==> config.mk <==
export PLATFORM = sky130hd
export DESIGN_NAME = fetch_queue
export DESIGN_NICKNAME = d
export VERILOG_FILES = /design/src/rtl/fetch_pkg.sv /design/src/rtl/fetch_fifo.sv /design/src/rtl/fetch_queue.sv
export SDC_FILE = /design/constraint.sdc
export NUM_CORES = 1
export LEC_CHECK = 0
export CORE_MARGIN = 2
export CORE_UTILIZATION = 40
export CTS_BUF_LIST = sky130_fd_sc_hd__clkbuf_8
export CTS_CLUSTER_SIZE = 28
export DETAILED_ROUTE_END_ITERATION = 8
export SYNTH_ARGS = -nofsm -noshare
export SYNTH_HDL_FRONTEND = slang
export SYNTH_SLANG_ARGS = --single-unit
==> constraint.sdc <==
create_clock -name clk -period 7.7 [get_ports clk]
set_input_delay 1.54 -clock clk [delete_from_list [all_inputs] [get_ports clk]]
set_output_delay 1.54 -clock clk [all_outputs]
set_load 0.02 [all_outputs]
Fig. 1: run 1, clock wiring as the flow saved it
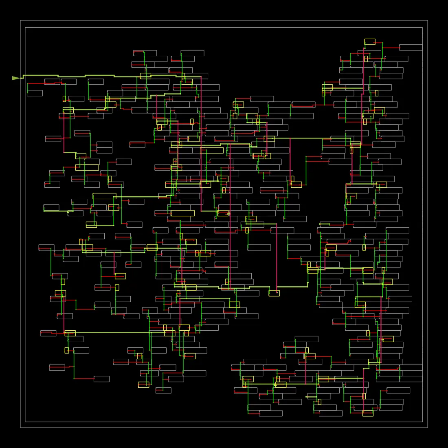
clock network power: 0.00146 W
worst setup skew after layout: 0.01761 ns
Num Clock Sinks: 323

Fig. 2: run 1, clock network drawn from the DEF
Scale: 3 px per um.
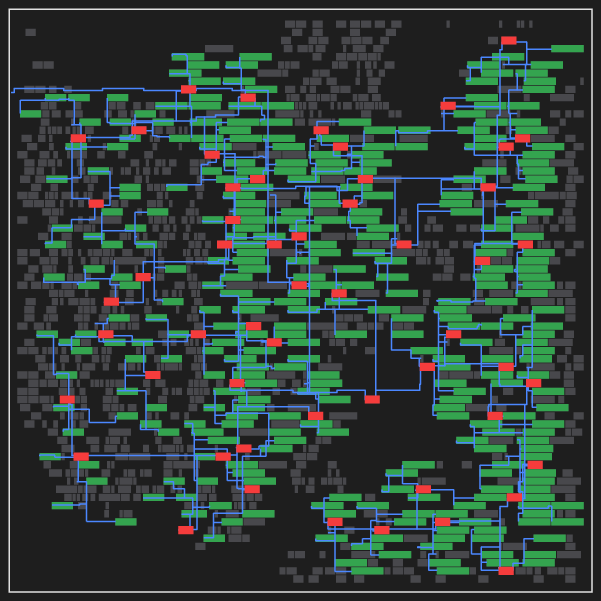
[red] clock-net drivers | count: 54
[blue] clock wires | length: 4080 um
[green] flip-flops | count: 323
routed clock nets: 55
flops lie: all over the die
clock share of power: 38.5%
clock latency of the later-clocked register in the worst-skew pair: 0.57 ns

Fig. 3: run 1, ports around the boundary
Scale: 1.5 px per um. Pins as bars across the die edge, other pins in grey.
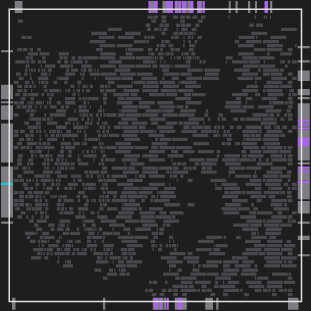
| colour | port | pins | direction | edge |
|---|---|---|---|---|
| cyan | `redirect_valid` | 1 | input | left |
| purple | `id_pc_plus_4` | 32 | output | 16 top, 10 right, 6 bottom |
all pins by edge: 66 right, 61 left, 40 top, 33 bottom
Die Wd: 193.8 um
vertical die dimension: 193.8 um
buffers added on ports: 191

==> flow_summary.rst, run 1 <==
Metrics
=======

.. list-table::
   :header-rows: 1

   * - Metric
     - Value
   * - Status
     - finished clean
   * - All-layer global routing usage
     - ~18%
   * - Register area
     - between 8000 and 9000 sq um
   * - Power dissipated in sequential cells
     - a little under 0.002 W
   * - Worst path slowest cell
     - clkdlybuf4s50_1
   * - Count of placed standard cells including taps
     - approximately 1600
   * - Uppermost metal layer occupied by signal nets
     - met4
   * - Num rows
     - approximately 69
   * - Number of non-clock inverters
     - 34
   * - Post-CTS setup-driven buffer insertion count
     - 0
   * - Worst-case setup slack after placement
     - 1.171 ns
   * - Cell types occupying the most area after synthesis
     - edfxtp_1 (52%), dfxtp_1 (10%), mux4_2 (7.5%), xnor2_1 (3.1%), and3_1 (2.7%)
   * - Number of antenna cells inserted
     - 0
   * - Proportion of layout cells with a drive suffix above 1
     - between 10% and 20%
   * - Crit. path cell count
     - 14
   * - CP Data Required Time
     - between 6 and 7 ns
   * - Detailed-routing iteration count for the pre-antenna-repair pass
     - 5
   * - Final worst path period share
     - a little over four fifths
   * - Arr. time, crit path
     - slightly below 5 ns
   * - Proportion of total power due to net switching
     - roughly 24%
   * - Area enclosed by the die boundary
     - 37540 sq um
   * - Proportion of synthesized area in mux cells
     - approximately a tenth
   * - Maximum fanout encountered on the critical timing path
     - 8
   * - Average routed wire per standard cell
     - between 20 and 25 um
==> run 2, diff against run 1 <==
==> constraint.sdc (replaced) <==
create_clock -name clk -period 5.4 [get_ports clk]
set_input_delay 1.08 -clock clk [delete_from_list [all_inputs] [get_ports clk]]
set_output_delay 1.08 -clock clk [all_outputs]
set_load 0.02 [all_outputs]
Fig. 4: run 2, clock wiring as the flow saved it
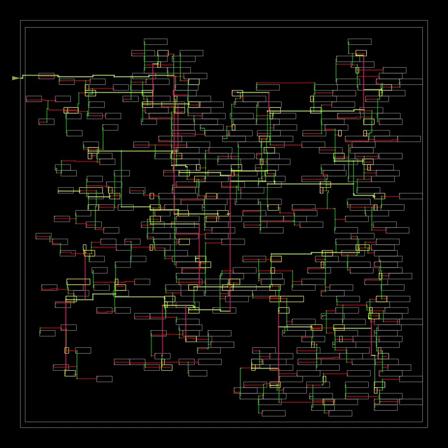
clock latency of the later-clocked register in the worst-skew pair: 0.58 ns
clock network power: 0.00219 W
worst setup skew after layout: 0.01921 ns

Fig. 5: run 2, ports around the boundary
Scale: 1.5 px per um. Pins as bars across the die edge, other pins in grey.
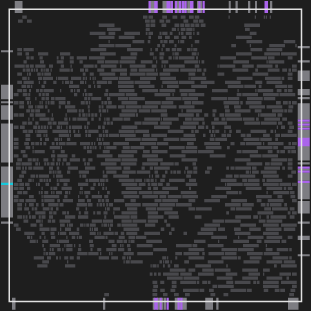
| colour | port | pins | direction | edge |
|---|---|---|---|---|
| cyan | `redirect_valid` | 1 | input | left |
| purple | `id_pc_plus_4` | 32 | output | 16 top, 10 right, 6 bottom |
all pins by edge: 66 right, 61 left, 40 top, 33 bottom

==> run 2 against run 1 <==
Effect of this change:
- core utilization is 0.79 points higher
- setup slack worse by 0.86 ns
- critical path depth down 1
- total power is 46% higher
- clock power rose by about 50%
- synthesized area is the same
- combinational power is 48% higher
- global-route usage increased by 0.26 points
- clock-buffer cell count increased by 8
- wire length up 1.3%
- cell area up 1.6%
- hold slack improved by 0.011 ns
- largest power group unchanged
- highest routed layer unchanged
==> flow_summary.rst, run 2 <==
Metrics
=======

.. list-table::
   :header-rows: 1

   * - Metric
     - Value
   * - Status
     - finished clean (unchanged)
   * - Buffers added on ports
     - 191 (unchanged)
   * - Number of antenna cells inserted
     - 0 (unchanged)
   * - Power dissipated in sequential cells
     - 0.00281 W (was 0.00198 W)
   * - Maximum fanout encountered on the critical timing path
     - 4 (was 8)
   * - Arr. time, crit path
     - 3.91 ns (was 4.89 ns)
   * - Crit. path cell count
     - 13 (was 14)
   * - Uppermost metal layer occupied by signal nets
     - met4 (unchanged)
   * - Average routed wire per standard cell
     - 20.31 um (about the same)
   * - Num Clock Sinks
     - 323 (unchanged)
   * - Count of placed standard cells including taps
     - 1638 (was 1621)
   * - Proportion of total power due to net switching
     - 24.15% (was 24.09%)
   * - Clock share of power
     - 39.6% (was 38.5%)
   * - CP Data Required Time
     - 4.32 ns (was 6.16 ns)
   * - Worst path slowest cell
     - clkdlybuf4s50_1 (unchanged)
   * - Die Wd
     - 193.8 um (unchanged)
   * - All-layer global routing usage
     - 18.73% (was 18.47%)
   * - Num rows
     - 69 (unchanged)
   * - Worst-case setup slack after placement
     - 0.3884 ns (was 1.171 ns)
   * - Post-CTS setup-driven buffer insertion count
     - 0 (unchanged)
   * - Final worst path period share
     - 92.38%
   * - Vertical die dimension
     - 193.8 um (unchanged)
==> run 3, diff against run 2 <==
--- a/config.mk
+++ b/config.mk
@@ -6,10 +6,13 @@
 export NUM_CORES = 1
 export LEC_CHECK = 0
 export CORE_MARGIN = 2
-export CORE_UTILIZATION = 40
+export CORE_UTILIZATION = 50
 export CTS_BUF_LIST = sky130_fd_sc_hd__clkbuf_8
 export CTS_CLUSTER_SIZE = 28
 export DETAILED_ROUTE_END_ITERATION = 8
+export GPL_ROUTABILITY_DRIVEN = 0
+export PLACE_DENSITY = 0.77
 export SYNTH_ARGS = -nofsm -noshare
 export SYNTH_HDL_FRONTEND = slang
 export SYNTH_SLANG_ARGS = --single-unit
+export TNS_END_PERCENT = 1
Fig. 6: run 3, signal wires on met2
Scale: 2 px per um. Cells faint in the background.
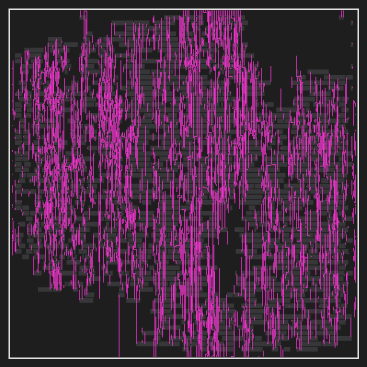
nets with wire on the layer: 1155
longest straight run: 86.3 um
met2 usage in global routing: 35.26%
sum of routed wire length over all layers: 33.10 mm

Fig. 7: run 3, clock network drawn from the DEF
Scale: 3 px per um.
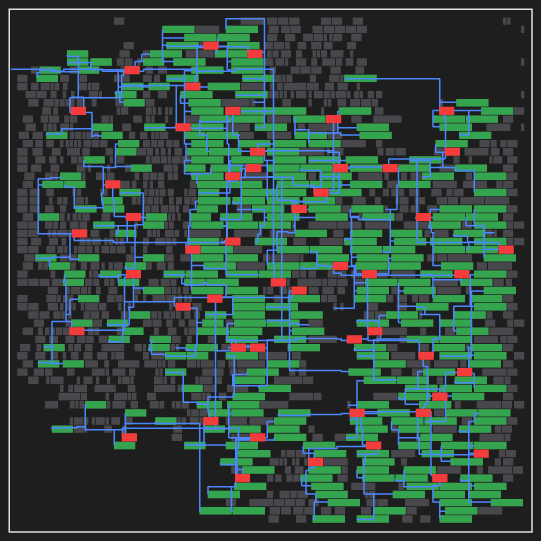
[blue] clock wires | length: 3850 um
[green] flip-flops | count: 323
[red] clock-net drivers | count: 50
routed clock nets: 51
clock share of power: 36.8%
clock network power: 0.00194 W

==> run 3 against run 2 <==
Effect of this change:
- cell area decreased by 2.1%
- combinational power decreased by 3%
- clock skew increased by 0.0048 ns
- largest power group unchanged
- total power decreased by 4.7%
- register-to-register slack got worse by 0.05 ns
- sequential cell count unchanged
==> flow_summary.rst, run 3 <==
Metrics
=======

.. list-table::
   :header-rows: 1

   * - Metric
     - Value
   * - Num rows
     - 62 (was 69)
   * - Status
     - finished clean (unchanged)
   * - Average routed wire per standard cell
     - 20.15 um (was 20.31 um)
   * - Worst path slowest cell
     - clkdlybuf4s50_1 (unchanged)
   * - Register area
     - 8954 sq um (unchanged)
   * - Crit. path cell count
     - 13 (unchanged)
   * - Vertical die dimension
     - 173.7 um (was 193.8 um)
   * - Largest net degree at the start of global routing
     - 81 (unchanged)
   * - Final worst path period share
     - 94.55% (was 92.38%)
   * - Resized Gates After CTS
     - 0 (unchanged)
   * - Proportion of total power due to net switching
     - 24.02% (was 24.15%)
   * - All-layer global routing usage
     - 21.97% (was 18.73%)
   * - Post-synthesis to final-layout area growth
     - 22.58% (was 25.16%)
   * - Count of placed standard cells including taps
     - 1554 (was 1638)
   * - Worst setup skew after layout
     - 0.02404 ns (was 0.01921 ns)
   * - Power density relative to cell area
     - 298.3 nW/um^2 (was 306.5 nW/um^2)
   * - Proportion of layout cells with a drive suffix above 1
     - 13.11% (was 14.29%)
   * - Uppermost metal layer occupied by signal nets
     - met4 (unchanged)
   * - Clock latency of the later-clocked register in the worst-skew pair
     - 0.56 ns (was 0.58 ns)
   * - Top flip-flop cell by instance count after synthesis
     - edfxtp_1 (unchanged)
   * - Die Wd
     - 173.7 um (was 193.8 um)
   * - Number of antenna cells inserted
     - 0 (unchanged)
   * - Cell types occupying the most area after synthesis
     - edfxtp_1 (52%), dfxtp_1 (10%), mux4_2 (7.5%), xnor2_1 (3.1%), and3_1 (2.7%) (unchanged)
   * - Buffers added on ports
     - 191 (unchanged)
   * - Multi-input combinational gate total
     - 600 (unchanged)
   * - Detailed-routing iteration count for the pre-antenna-repair pass
     - 5 (unchanged)
   * - Final Non-Filler Cells
     - 1643 (was 1742)
   * - Cell with the most instances after synthesis
     - edfxtp_1 (unchanged)
   * - Slew Limit Headroom
     - 45.52% (was 47.70%)
   * - Arr. time, crit path
     - 4.03 ns (was 3.91 ns)
   * - Post-CTS setup-driven buffer insertion count
     - 0 (unchanged)
   * - Area enclosed by the die boundary
     - 30180 sq um (was 37540 sq um)
   * - Maximum fanout encountered on the critical timing path
     - 4 (unchanged)
   * - Num Clock Sinks
     - 323 (unchanged)
   * - CP Data Required Time
     - 4.32 ns (about the same)
   * - IR Drop Worst-Case VDD
     - 0.1868 mV (was 0.1549 mV)
   * - Setup slack, reg-to-reg
     - 1.42 ns (was 1.47 ns)
   * - Number of non-clock inverters
     - 34 (unchanged)
   * - Worst-case setup slack after placement
     - 0.3260 ns (was 0.3884 ns)
   * - # hold bufs at CTS
     - 0 (unchanged)
   * - Final design utilization
     - 61.85% (was 50.81%)
   * - Sequential share of power
     - 53.5% (was 50.9%)
   * - Comb group
     - 0.000512 W (was 0.000527 W)
   * - Maximum Capacitance Violations
     - 0 (unchanged)
   * - Proportion of synthesized area in mux cells
     - 10.13% (unchanged)
   * - Power dissipated in sequential cells
     - 0.00282 W (was 0.00281 W)
Power is estimated from default activity; no workload was simulated.
